### src/rtl/uart_rx_ctrl.sv
// uart_rx_ctrl: sequences a uart_rx receiver and buffers its good bytes.
//
// The FSM gates rx_en from the host enable. Each rx_done is a frame end.
// Good frames are written into a show-ahead FIFO with a valid/ready read port.
// Errored frames are dropped and counted, and a byte dropped on a full FIFO
// sets a sticky overrun flag. After a burst, an idle-line timeout pulses once.
//
// Ports:
//   clk, rst          clock (rising edge), asynchronous active-high reset
//   enable            host enable for reception
//   clr_status        pulse; clears overrun and err_cnt (FIFO untouched)
//   rx_en             enable to uart_rx (registered decode of state)
//   rx_busy           uart_rx busy flag
//   rx_done           uart_rx done pulse; qualifies rx_data / rx_err
//   rx_err            uart_rx stop-bit error
//   rx_data           uart_rx received byte
//   out_data          FIFO head (show-ahead, don't-care while empty)
//   out_valid         FIFO non-empty
//   out_ready         consumer accepts head when out_valid=1
//   level             FIFO occupancy, 0..DEPTH
//   overrun           sticky: good byte dropped on full FIFO
//   err_cnt           saturating count of errored frames
//   idle              single-cycle idle-timeout pulse
module uart_rx_ctrl #(
    parameter int DEPTH       = 8,
    parameter int IDLE_CYCLES = 208_320
) (
    input  logic                     clk,
    input  logic                     rst,
    input  logic                     enable,
    input  logic                     clr_status,
    output logic                     rx_en,
    input  logic                     rx_busy,
    input  logic                     rx_done,
    input  logic                     rx_err,
    input  logic [7:0]               rx_data,
    output logic [7:0]               out_data,
    output logic                     out_valid,
    input  logic                     out_ready,
    output logic [$clog2(DEPTH):0]   level,
    output logic                     overrun,
    output logic [7:0]               err_cnt,
    output logic                     idle
);

    localparam int AW = $clog2(DEPTH);
    localparam int LW = AW + 1;
    localparam int CW = $clog2(IDLE_CYCLES) + 1;

    typedef enum logic [1:0] {
        OFF,
        ARM,
        RX
    } state_t;

    state_t          r_state;
    state_t          w_state_next;
    logic            r_rx_en;

    logic [7:0]      r_mem [DEPTH];
    logic [AW-1:0]   r_wr_ptr;
    logic [AW-1:0]   r_rd_ptr;
    logic [LW-1:0]   r_level;
    logic [LW-1:0]   w_level_next;
    logic            r_out_valid;
    logic            r_overrun;
    logic [7:0]      r_err_cnt;

    logic [CW-1:0]   r_idle_cnt;
    logic            r_idle;
    logic            r_byte_seen;

    logic            w_push_req;
    logic            w_pop;
    logic            w_full;
    logic            w_push;
    logic            w_idle_run;

    // ---------------- FSM ----------------
    always_ff @(posedge clk or posedge rst) begin
        if (rst) begin
            r_state <= OFF;
            r_rx_en <= 1'b0;
        end else begin
            r_state <= w_state_next;
            r_rx_en <= (w_state_next != OFF);
        end
    end

    always_comb begin
        w_state_next = r_state;
        case (r_state)
            OFF: if (enable) w_state_next = ARM;
            ARM: begin
                if (!enable)      w_state_next = OFF;
                else if (rx_done) w_state_next = ARM;  // done coinciding with busy ends the frame here
                else if (rx_busy) w_state_next = RX;
            end
            RX:  if (rx_done) w_state_next = enable ? ARM : OFF;
            default: w_state_next = OFF;
        endcase
    end

    // ---------------- FIFO ----------------
    assign w_push_req = rx_done & ~rx_err;
    assign w_pop      = (r_level != '0) & out_ready;
    assign w_full     = (r_level == LW'(DEPTH));
    // A pop in the same cycle frees the slot, so a full FIFO still accepts.
    assign w_push     = w_push_req & (~w_full | w_pop);

    always_comb begin
        w_level_next = r_level;
        if (w_push && !w_pop)      w_level_next = r_level + LW'(1);
        else if (!w_push && w_pop) w_level_next = r_level - LW'(1);
    end

    always_ff @(posedge clk) begin
        if (w_push) r_mem[r_wr_ptr] <= rx_data;
    end

    always_ff @(posedge clk or posedge rst) begin
        if (rst) begin
            r_wr_ptr    <= '0;
            r_rd_ptr    <= '0;
            r_level     <= '0;
            r_out_valid <= 1'b0;
        end else begin
            if (w_push) r_wr_ptr <= r_wr_ptr + AW'(1);
            if (w_pop)  r_rd_ptr <= r_rd_ptr + AW'(1);
            r_level     <= w_level_next;
            r_out_valid <= (w_level_next != '0);
        end
    end

    // ---------------- status ----------------
    always_ff @(posedge clk or posedge rst) begin
        if (rst) begin
            r_overrun <= 1'b0;
            r_err_cnt <= '0;
        end else if (clr_status) begin
            r_overrun <= 1'b0;
            r_err_cnt <= '0;
        end else begin
            if (w_push_req && w_full && !w_pop) r_overrun <= 1'b1;
            if (rx_done && rx_err && r_err_cnt != 8'hFF) r_err_cnt <= r_err_cnt + 8'd1;
        end
    end

    // ---------------- idle timer ----------------
    // Runs only while staying in ARM with a quiet line after a good byte.
    assign w_idle_run = (r_state == ARM) && (w_state_next == ARM) && r_byte_seen
                        && !rx_busy && !rx_done;

    always_ff @(posedge clk or posedge rst) begin
        if (rst) begin
            r_idle_cnt  <= '0;
            r_idle      <= 1'b0;
            r_byte_seen <= 1'b0;
        end else begin
            r_idle <= 1'b0;
            if (w_idle_run) begin
                if (r_idle_cnt == CW'(IDLE_CYCLES - 1)) begin
                    r_idle      <= 1'b1;
                    r_idle_cnt  <= '0;
                    r_byte_seen <= 1'b0;
                end else begin
                    r_idle_cnt <= r_idle_cnt + CW'(1);
                end
            end else begin
                r_idle_cnt <= '0;
            end
            if (w_push_req) r_byte_seen <= 1'b1;
        end
    end

    assign rx_en     = r_rx_en;
    assign out_data  = r_mem[r_rd_ptr];
    assign out_valid = r_out_valid;
    assign level     = r_level;
    assign overrun   = r_overrun;
    assign err_cnt   = r_err_cnt;
    assign idle      = r_idle;

endmodule

### config.mk
export PLATFORM = sky130hd
export DESIGN_NAME = uart_rx_ctrl
export DESIGN_NICKNAME = d
export VERILOG_FILES = /design/src/rtl/uart_rx_ctrl.sv
export SDC_FILE = /design/constraint.sdc
export NUM_CORES = 1
export LEC_CHECK = 0
export CAP_MARGIN = 30
export CORE_UTILIZATION = 39
export CTS_CLUSTER_SIZE = 25
export DETAILED_ROUTE_END_ITERATION = 7
export REMOVE_ABC_BUFFERS = 1
export SYNTH_ARGS = -nofsm -noshare
export SYNTH_HDL_FRONTEND = slang
export SYNTH_SLANG_ARGS = --single-unit
### constraint.sdc
create_clock -name clk -period 3.2 [get_ports clk]
set_input_delay 0.48 -clock clk [delete_from_list [all_inputs] [get_ports clk]]
set_output_delay 0.48 -clock clk [all_outputs]
set_load 0.02 [all_outputs]
Figure 1. I/O pins on the die edge.
Pins as bars across the die edge, other pins in gray.
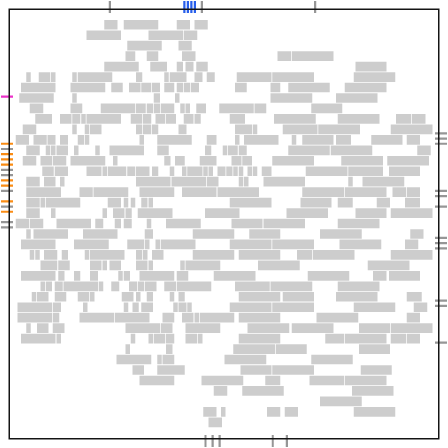
color	port	pins	direction	edge
magenta	`clk`	1	input	left
blue	`level`	4	output	top
orange	`err_cnt`	8	output	left

Figure 2. Metal layers overlaid.
Scale bar: 20 um.
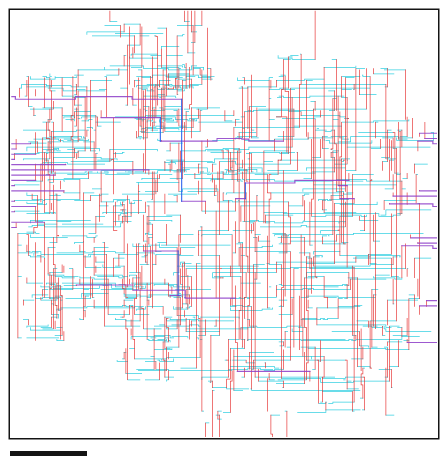
color	layer	wire length
purple	M3	399 um
cyan	M1	4130 um
blue	M4	48.3 um
red	M2	4270 um
final wirelength: 8.85 mm
Via Count: 2677
Tot GR Track Use: 15.6%
routed length per placed instance: 17.0 um

Figure 3. Track usage over the die.
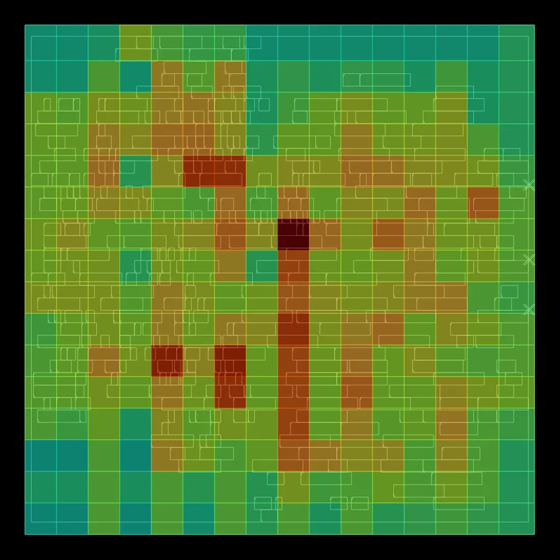
met1 GRT Util: 19.6%
GR met2 Demand/Resource: 25.5%
busiest grt layer: met2
Final Util: 47.8%
GR met3 Demand/Resource: 5.25%

Figure 4. Sequential cells grouped by signal name.
Other sequential cells in the stronger gray, the rest of the logic in the fainter gray.
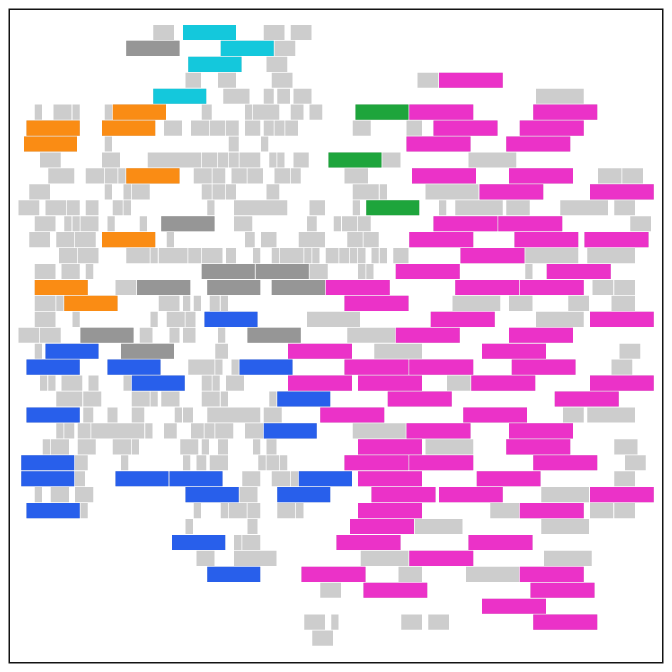
color	netlist name	sequential cells
orange	`err_cnt`	8
blue	`r_idle_cnt`	19
magenta	`r_mem`	64
green	`r_rd_ptr`	3
cyan	`level`	4
not colored	10
seq pwr: 1.78 mW
register area: 3020 sq um
register share of the cell area: 55.0%

Figure 5. Clock distribution.
Scale bar: 20 um.
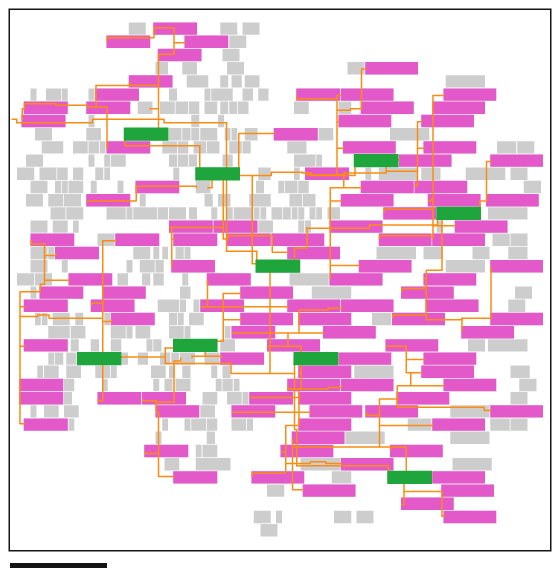
[magenta] flip-flops | count: 108
[green] clock-net drivers | count: 9
[orange] clock wires | length: 1280 um
flops lie	spread over the die
routed clock nets	10
Post-Route Skew: 9.77 ps
clk latency late pin: 350 ps
clk pwr: 1.05 mW
clock network power share: 26.5%

==> flow_summary_export.csv <==
group,metric,value,unit
status,status,"finished, violations left",
status,violations,"DRC",
floorplanning,coreArea,11500,sq um
final_layout,most-common-layout-cells,"edfxtp_1 (64), dfrtp_1 (44), nor2_1 (43)",
placement,dpl_cell_area,5200,sq um
floorplanning,row_count,39,
final_layout,area_growth,18.1,%
power_and_ir_drop,vdd_drop_max,0.000282,V
power_and_ir_drop,swShare,29.8,%
logic_synthesis,ys_area,4660,sq um
logic_synthesis,ys_cells,327,
clock_tree,post_cts_resized,0,
route,dr.pass1.iters,6,
logic_synthesis,ys_sh_xor,5.45,%
placement,post-place-cells,503,
placement,globalplace.congestion,0.779,
route,vias_per_cell,5.15,
final_layout,comb_share,27.7,%
logic_synthesis,synth_flop_count,108,
final_layout,drive_gt1_share,15.1,%
route,drc,6,
No activity file was given, so power comes from the tool's default toggle rates.
